==> run_1/final_congestion.png <==
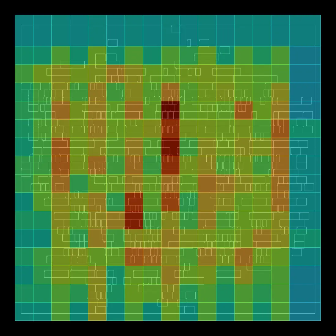
==> run_1/met1.png <==
(2 px per um)
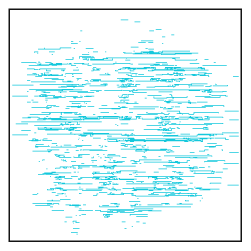
==> run_1/registers.png <==
(4 px per um) Other sequential cells in the stronger gray, the rest of the logic in the fainter gray.
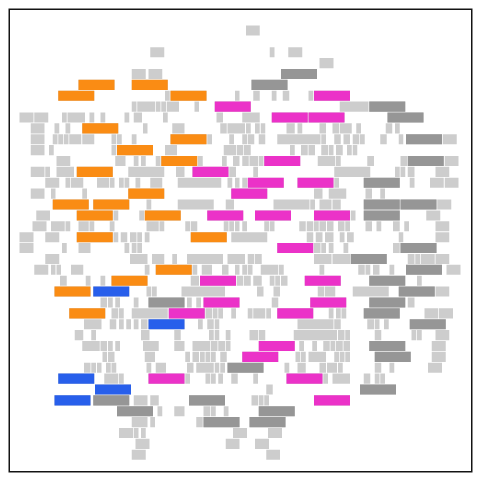
[src/rtl/bcd_pkg.sv]
// ----------------------------------------------------------------------------
// bcd_pkg
//   Shared types and helpers for the sequential binary-to-BCD converter.
//   - bcd_state_t : converter FSM states (IDLE, CONVERT, DONE)
//   - DIGIT_W     : width of one BCD digit
//   - pow10(n)    : 10**n, used at elaboration time for the overflow limit
// ----------------------------------------------------------------------------
package bcd_pkg;

    localparam int DIGIT_W = 4;

    typedef enum logic [1:0] {
        IDLE    = 2'd0,
        CONVERT = 2'd1,
        DONE    = 2'd2
    } bcd_state_t;

    function automatic logic [63:0] pow10(input int n);
        logic [63:0] r;
        r = 64'd1;
        for (int i = 0; i < n; i++) begin
            r = r * 64'd10;
        end
        return r;
    endfunction

endpackage

[src/rtl/bcd_add3.sv]
// ----------------------------------------------------------------------------
// bcd_add3
//   Combinational "add 3 if >= 5" correction for one BCD digit of the
//   shift-and-add-3 converter.
//   Ports:
//     d_in  : current scratch digit
//     d_out : d_in + 3 when d_in >= 5, else d_in
// ----------------------------------------------------------------------------
module bcd_add3
    import bcd_pkg::*;
(
    input  logic [DIGIT_W-1:0] d_in,
    output logic [DIGIT_W-1:0] d_out
);

    always_comb begin
        if (d_in >= DIGIT_W'(5)) begin
            d_out = d_in + DIGIT_W'(3);
        end else begin
            d_out = d_in;
        end
    end

endmodule

[src/rtl/bin_to_bcd_seq.sv]
// ----------------------------------------------------------------------------
// bin_to_bcd_seq
//   Sequential binary-to-BCD converter (shift-and-add-3, one input bit per
//   clock) feeding per-digit 7-segment decoders.
//
//   Optional feature: define BCD_LZ_BLANK_EN to add the blank_mask output
//   (leading-zero flags, registered together with bcd_out).
//
//   Ports:
//     clk        : system clock, all state updates on posedge
//     reset      : asynchronous, active-high reset
//     start      : request conversion of bin_in (pulse or level)
//     bin_in     : binary value, sampled on the edge that accepts start
//     busy       : conversion in progress; start ignored while high
//     done       : one-cycle pulse, bcd_out/overflow just updated
//     overflow   : last accepted value >= 10**DIGITS
//     bcd_out    : digit k at [4k+3:4k], k=0 least significant
//     blank_mask : (BCD_LZ_BLANK_EN only) bit k=1 -> digit k is a leading zero
//     state_dbg  : current FSM state, for observation only
//
//   Handshake: start is accepted on a rising edge where the FSM is IDLE
//   (busy=0). While busy=1 start is ignored, never queued. A start held high
//   is accepted again on the first IDLE edge after done.
//
//   Timing: accept at edge N, IN_WIDTH shift edges N+1..N+IN_WIDTH, results
//   loaded at edge N+IN_WIDTH+1 with done high for the following cycle.
// ----------------------------------------------------------------------------
module bin_to_bcd_seq
    import bcd_pkg::*;
#(
    parameter int IN_WIDTH = 20,
    parameter int DIGITS   = 6
) (
    input  logic                      clk,
    input  logic                      reset,
    input  logic                      start,
    input  logic [IN_WIDTH-1:0]       bin_in,
    output logic                      busy,
    output logic                      done,
    output logic                      overflow,
    output logic [DIGIT_W*DIGITS-1:0] bcd_out,
`ifdef BCD_LZ_BLANK_EN
    output logic [DIGITS-1:0]         blank_mask,
`endif
    output bcd_state_t                state_dbg
);

    localparam int SCR_W = DIGIT_W * DIGITS;
    localparam int CNT_W = $clog2(IN_WIDTH + 1);
    localparam int LIM_W = IN_WIDTH + 1;

    // If 10**DIGITS does not fit in IN_WIDTH+1 bits no input can reach it,
    // so the compare is disabled rather than done against a truncated limit.
    localparam logic [63:0]      LIMIT_FULL = pow10(DIGITS);
    localparam bit               LIMIT_FITS = (LIMIT_FULL < (64'd1 << LIM_W));
    localparam logic [LIM_W-1:0] LIMIT      = LIM_W'(LIMIT_FULL);

    // ------------------------------------------------------------------
    // State and datapath registers
    // ------------------------------------------------------------------
    bcd_state_t          state_q, state_d;
    logic [IN_WIDTH-1:0] shreg_q, shreg_d;
    logic [SCR_W-1:0]    scratch_q, scratch_d;
    logic [CNT_W-1:0]    cnt_q, cnt_d;
    logic                ovf_pend_q, ovf_pend_d;
    logic [SCR_W-1:0]    bcd_q, bcd_d;
    logic                ovf_q, ovf_d;
    logic                done_q, done_d;
`ifdef BCD_LZ_BLANK_EN
    logic [DIGITS-1:0]   blank_q, blank_d;
    logic [DIGITS-1:0]   lz_mask;
`endif

    logic [SCR_W-1:0]    scratch_adj;

    // Per-digit add-3 correction, all digits in parallel.
    for (genvar g = 0; g < DIGITS; g++) begin : g_add3
        bcd_add3 u_add3 (
            .d_in  (scratch_q[g*DIGIT_W +: DIGIT_W]),
            .d_out (scratch_adj[g*DIGIT_W +: DIGIT_W])
        );
    end

    // ------------------------------------------------------------------
    // FSM process 1: state register
    // ------------------------------------------------------------------
    always_ff @(posedge clk or posedge reset) begin
        if (reset) begin
            state_q <= IDLE;
        end else begin
            state_q <= state_d;
        end
    end

    // ------------------------------------------------------------------
    // FSM process 2: next-state logic
    // ------------------------------------------------------------------
    always_comb begin
        state_d = state_q;
        case (state_q)
            IDLE:    if (start) state_d = CONVERT;
            // cnt_q reaches 1 on the last shift edge
            CONVERT: if (cnt_q == CNT_W'(1)) state_d = DONE;
            DONE:    state_d = IDLE;
            default: state_d = IDLE;
        endcase
    end

    // ------------------------------------------------------------------
    // FSM process 3: outputs
    // ------------------------------------------------------------------
    always_comb begin
        busy      = (state_q != IDLE);
        state_dbg = state_q;
        done      = done_q;
        overflow  = ovf_q;
        bcd_out   = bcd_q;
`ifdef BCD_LZ_BLANK_EN
        blank_mask = blank_q;
`endif
    end

`ifdef BCD_LZ_BLANK_EN
    // Digit k is a leading zero when it and every digit above it are zero;
    // digit 0 always stays lit and an overflow readout is never blanked.
    always_comb begin
        logic zero_above;
        lz_mask    = '0;
        zero_above = 1'b1;
        for (int k = DIGITS - 1; k >= 0; k--) begin
            zero_above = zero_above && (scratch_q[k*DIGIT_W +: DIGIT_W] == '0);
            lz_mask[k] = zero_above && (k != 0) && !ovf_pend_q;
        end
    end
`endif

    // ------------------------------------------------------------------
    // Datapath next values
    // ------------------------------------------------------------------
    always_comb begin
        shreg_d    = shreg_q;
        scratch_d  = scratch_q;
        cnt_d      = cnt_q;
        ovf_pend_d = ovf_pend_q;
        bcd_d      = bcd_q;
        ovf_d      = ovf_q;
        done_d     = 1'b0;
`ifdef BCD_LZ_BLANK_EN
        blank_d    = blank_q;
`endif
        case (state_q)
            IDLE: begin
                if (start) begin
                    shreg_d    = bin_in;
                    scratch_d  = '0;
                    cnt_d      = CNT_W'(IN_WIDTH);
                    ovf_pend_d = LIMIT_FITS && ({1'b0, bin_in} >= LIMIT);
                end
            end
            CONVERT: begin
                // Adjust, then shift {scratch, shreg} left by one.
                scratch_d  = {scratch_adj[SCR_W-2:0], shreg_q[IN_WIDTH-1]};
                shreg_d    = {shreg_q[IN_WIDTH-2:0], 1'b0};
                cnt_d      = cnt_q - CNT_W'(1);
                // A carry out of the top digit only occurs for out-of-range
                // inputs, so folding it in never changes a valid result.
                ovf_pend_d = ovf_pend_q | scratch_adj[SCR_W-1];
            end
            DONE: begin
                bcd_d   = ovf_pend_q ? {DIGITS{4'h9}} : scratch_q;
                ovf_d   = ovf_pend_q;
                done_d  = 1'b1;
`ifdef BCD_LZ_BLANK_EN
                blank_d = lz_mask;
`endif
            end
            default: ;
        endcase
    end

    always_ff @(posedge clk or posedge reset) begin
        if (reset) begin
            shreg_q    <= '0;
            scratch_q  <= '0;
            cnt_q      <= '0;
            ovf_pend_q <= 1'b0;
            bcd_q      <= '0;
            ovf_q      <= 1'b0;
            done_q     <= 1'b0;
`ifdef BCD_LZ_BLANK_EN
            blank_q    <= {{(DIGITS-1){1'b1}}, 1'b0};
`endif
        end else begin
            shreg_q    <= shreg_d;
            scratch_q  <= scratch_d;
            cnt_q      <= cnt_d;
            ovf_pend_q <= ovf_pend_d;
            bcd_q      <= bcd_d;
            ovf_q      <= ovf_d;
            done_q     <= done_d;
`ifdef BCD_LZ_BLANK_EN
            blank_q    <= blank_d;
`endif
        end
    end

endmodule

[config.mk]
export PLATFORM = sky130hd
export DESIGN_NAME = bin_to_bcd_seq
export DESIGN_NICKNAME = d
export VERILOG_FILES = /design/src/rtl/bcd_pkg.sv /design/src/rtl/bcd_add3.sv /design/src/rtl/bin_to_bcd_seq.sv
export SDC_FILE = /design/constraint.sdc
export NUM_CORES = 1
export LEC_CHECK = 0
export ABC_AREA = 1
export CORE_MARGIN = 2
export CORE_UTILIZATION = 30
export CTS_CLUSTER_SIZE = 28
export DETAILED_ROUTE_END_ITERATION = 12
export PLACE_DENSITY_LB_ADDON = 0.2
export SLEW_MARGIN = 5
export SYNTH_ARGS = -nofsm -noshare
export SYNTH_HDL_FRONTEND = slang
export SYNTH_SLANG_ARGS = --single-unit
[constraint.sdc]
create_clock -name clk -period 3.3 [get_ports clk]
set_clock_uncertainty 0.1 [all_clocks]
set_input_delay 0.66 -clock clk [delete_from_list [all_inputs] [get_ports clk]]
set_output_delay 0.66 -clock clk [all_outputs]
set_load 0.02 [all_outputs]
==> Slide: Implementation Results, run 1 <==
Flow Results at a Glance

Status
  – Status: finished clean

Place
  – Setup slack at placement: 1.026 ns
  – Port Buffers: 51
  – Global placer's final weighted congestion: 0.8049

Power
  – Comb group: 2.13 mW
  – Logic pwr share: 0.428

Synthesis
  – AO/OA Area Share: 0.1442
  – Post-synth EDFFs: 0
  – Post-synth seq share: 0.5254
  – YS chip area: 3715 um2
  – Synth warn: 0

Cells and area
  – Repair and plain buffers: 56
  – Dominant kind of cell: flip-flops and latches
  – Most numerous logic cells after layout: nand2_1, dfrtp_1, inv_1, clkdlybuf4s50_1, o21ai_0

GRT
  – Initial antenna violation count: 0
  – M2 GR Usage: 0.2247

Final timing
  – Min Tclk post-route: 2.322 ns
  – Setup_tns: 0 ns
  – Final hold violation count: 0

Clock tree
  – # resized after CTS: 0

Floorplan
  – # Taps: 168

Setup path
  – Critical Path Source: state_dbg[1]
  – Critical Path Source Type: register
  – Reg2Reg Setup Slack: 1.55 ns

Drt
  – Vias per inst: 4.592
  – Top routing layer used: met4
Notes on final_congestion.png above:
GRT Util Overall: 0.1353
met3 Usage GRT: 0.03321
met1 Use GR: 0.1772
DR WL/cell: 12.90 um

Notes on met1.png above:
- longest straight run: 42.8 um
- nets with wire on the layer: 458
Vias: 2971
drt total wl: 8349 um

Notes on registers.png above:
- cnt_q: blue (flops 5; where bottom left)
- scratch_q: magenta (flops 24)
- shreg_q: orange (flops 20)
- not colored: 29
total sequential power: 1.66 mW
FF+latch area: 1952 um2

==> run_1/gate_families.png <==
(2 px per um)
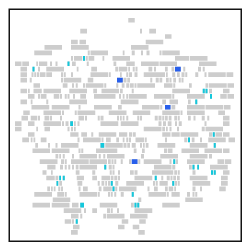

## Run 2: what changed since run 1
- clock period: 3.3 -> 2.19 ns (I/O delays scaled with it)
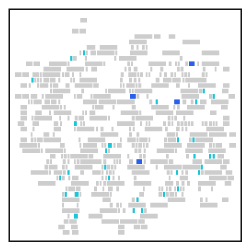
(run_2/gate_families.png)
(2 px per um)
- NOR gates: cyan (cells 30)
- XOR/XNOR gates: blue (cells 4)
Layout Cells excl Fill: 651
logic share of the area: 0.3025
most frequent logic cell in the layout: nand2_1

==> Slide: Implementation Results, run 2 <==
Flow Results at a Glance

Status
  – Status: finished clean (unchanged)

Drt
  – DR WL/cell: 13.04 um (was 12.90 um)
  – Top routing layer used: met4 (unchanged)
  – Vias per inst: 4.630 (was 4.592)

Synthesis
  – Asr flop ratio synth: 1.000 (unchanged)
  – Post-synth seq share: 0.5254 (unchanged)
  – Post-synth EDFFs: 0 (unchanged)
  – Synth warn: 0 (unchanged)
  – AO/OA Area Share: 0.1442 (unchanged)
  – YS chip area: 3715 um2 (unchanged)
  – Post-synthesis adder-cell area fraction: 0.04715 (unchanged)

Power
  – Comb group: 3.26 mW (was 2.13 mW)
  – Logic pwr share: 0.442 (was 0.428)
  – Pleak: 2.220 nW (was 2.210 nW)
  – Seq pwr share: 0.338 (was 0.334)
  – Total sequential power: 2.50 mW (was 1.66 mW)

Final timing
  – Final hold violation count: 0 (unchanged)
  – Slew margin rel.: 0.6787 (was 0.5730)
  – Setup_tns: 0 ns (unchanged)
  – Fin. max-slew vios: 0 (unchanged)
  – Min Tclk post-route: 2.094 ns

Setup path
  – Critical Path Source Type: register (unchanged)
  – Reg2reg start: state_dbg[0] (was state_dbg[1])
  – Critical Path End Type: output port (unchanged)
  – Reg2Reg Setup Slack: 0.67 ns (was 1.55 ns)
  – Critical Path Source: state_dbg[1] (unchanged)
  – Number of cells on the critical path: 3 (unchanged)

Clock tree
  – CTS Buf Count: 9 (unchanged)
  – # resized after CTS: 0 (unchanged)
  – TritonCTS Sinks: 78 (unchanged)

Floorplan
  – # Taps: 168 (unchanged)
  – Floorplan core area: 12060 um2 (unchanged)
  – Die Y-Extent: 115.3 um (unchanged)

GRT
  – M2 GR Usage: 0.2271 (was 0.2247)
  – Grt peak-use layer: met2 (unchanged)
  – GRT Util Overall: 0.1384 (was 0.1353)
  – Initial antenna violation count: 0 (unchanged)
  – Met3 Usage GRT: 0.04217 (was 0.03321)

Place
  – Global placer's final weighted congestion: 0.7919 (was 0.8049)
  – Port Buffers: 51 (unchanged)
  – Setup slack at placement: 0.3390 ns (was 1.026 ns)

Cells and area
  – CLK BUF: 11 (unchanged)
  – Filler Cell Count: 1231 (was 1227)
  – FF+latch area: 1952 um2 (unchanged)
  – Dominant kind of cell: flip-flops and latches (unchanged)
  – Repair and plain buffers: 59 (was 56)
  – Syn-to-layout area delta: 28.26% (was 27.55%)
  – Most numerous logic cells after layout: nand2_1, dfrtp_1, inv_1, clkdlybuf4s50_1, o21ai_0 (unchanged)
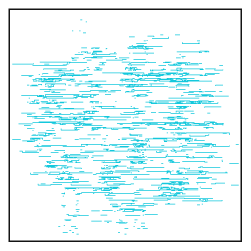
(run_2/met1.png)
(2 px per um)
- wire length on this layer: 3990 um
- longest straight run: 31.3 um
- nets with wire on the layer: 443
drt total wl: 8488 um
Vias: 3014
met1 Use GR: 0.1788

Power and IR drop assume default switching activity.
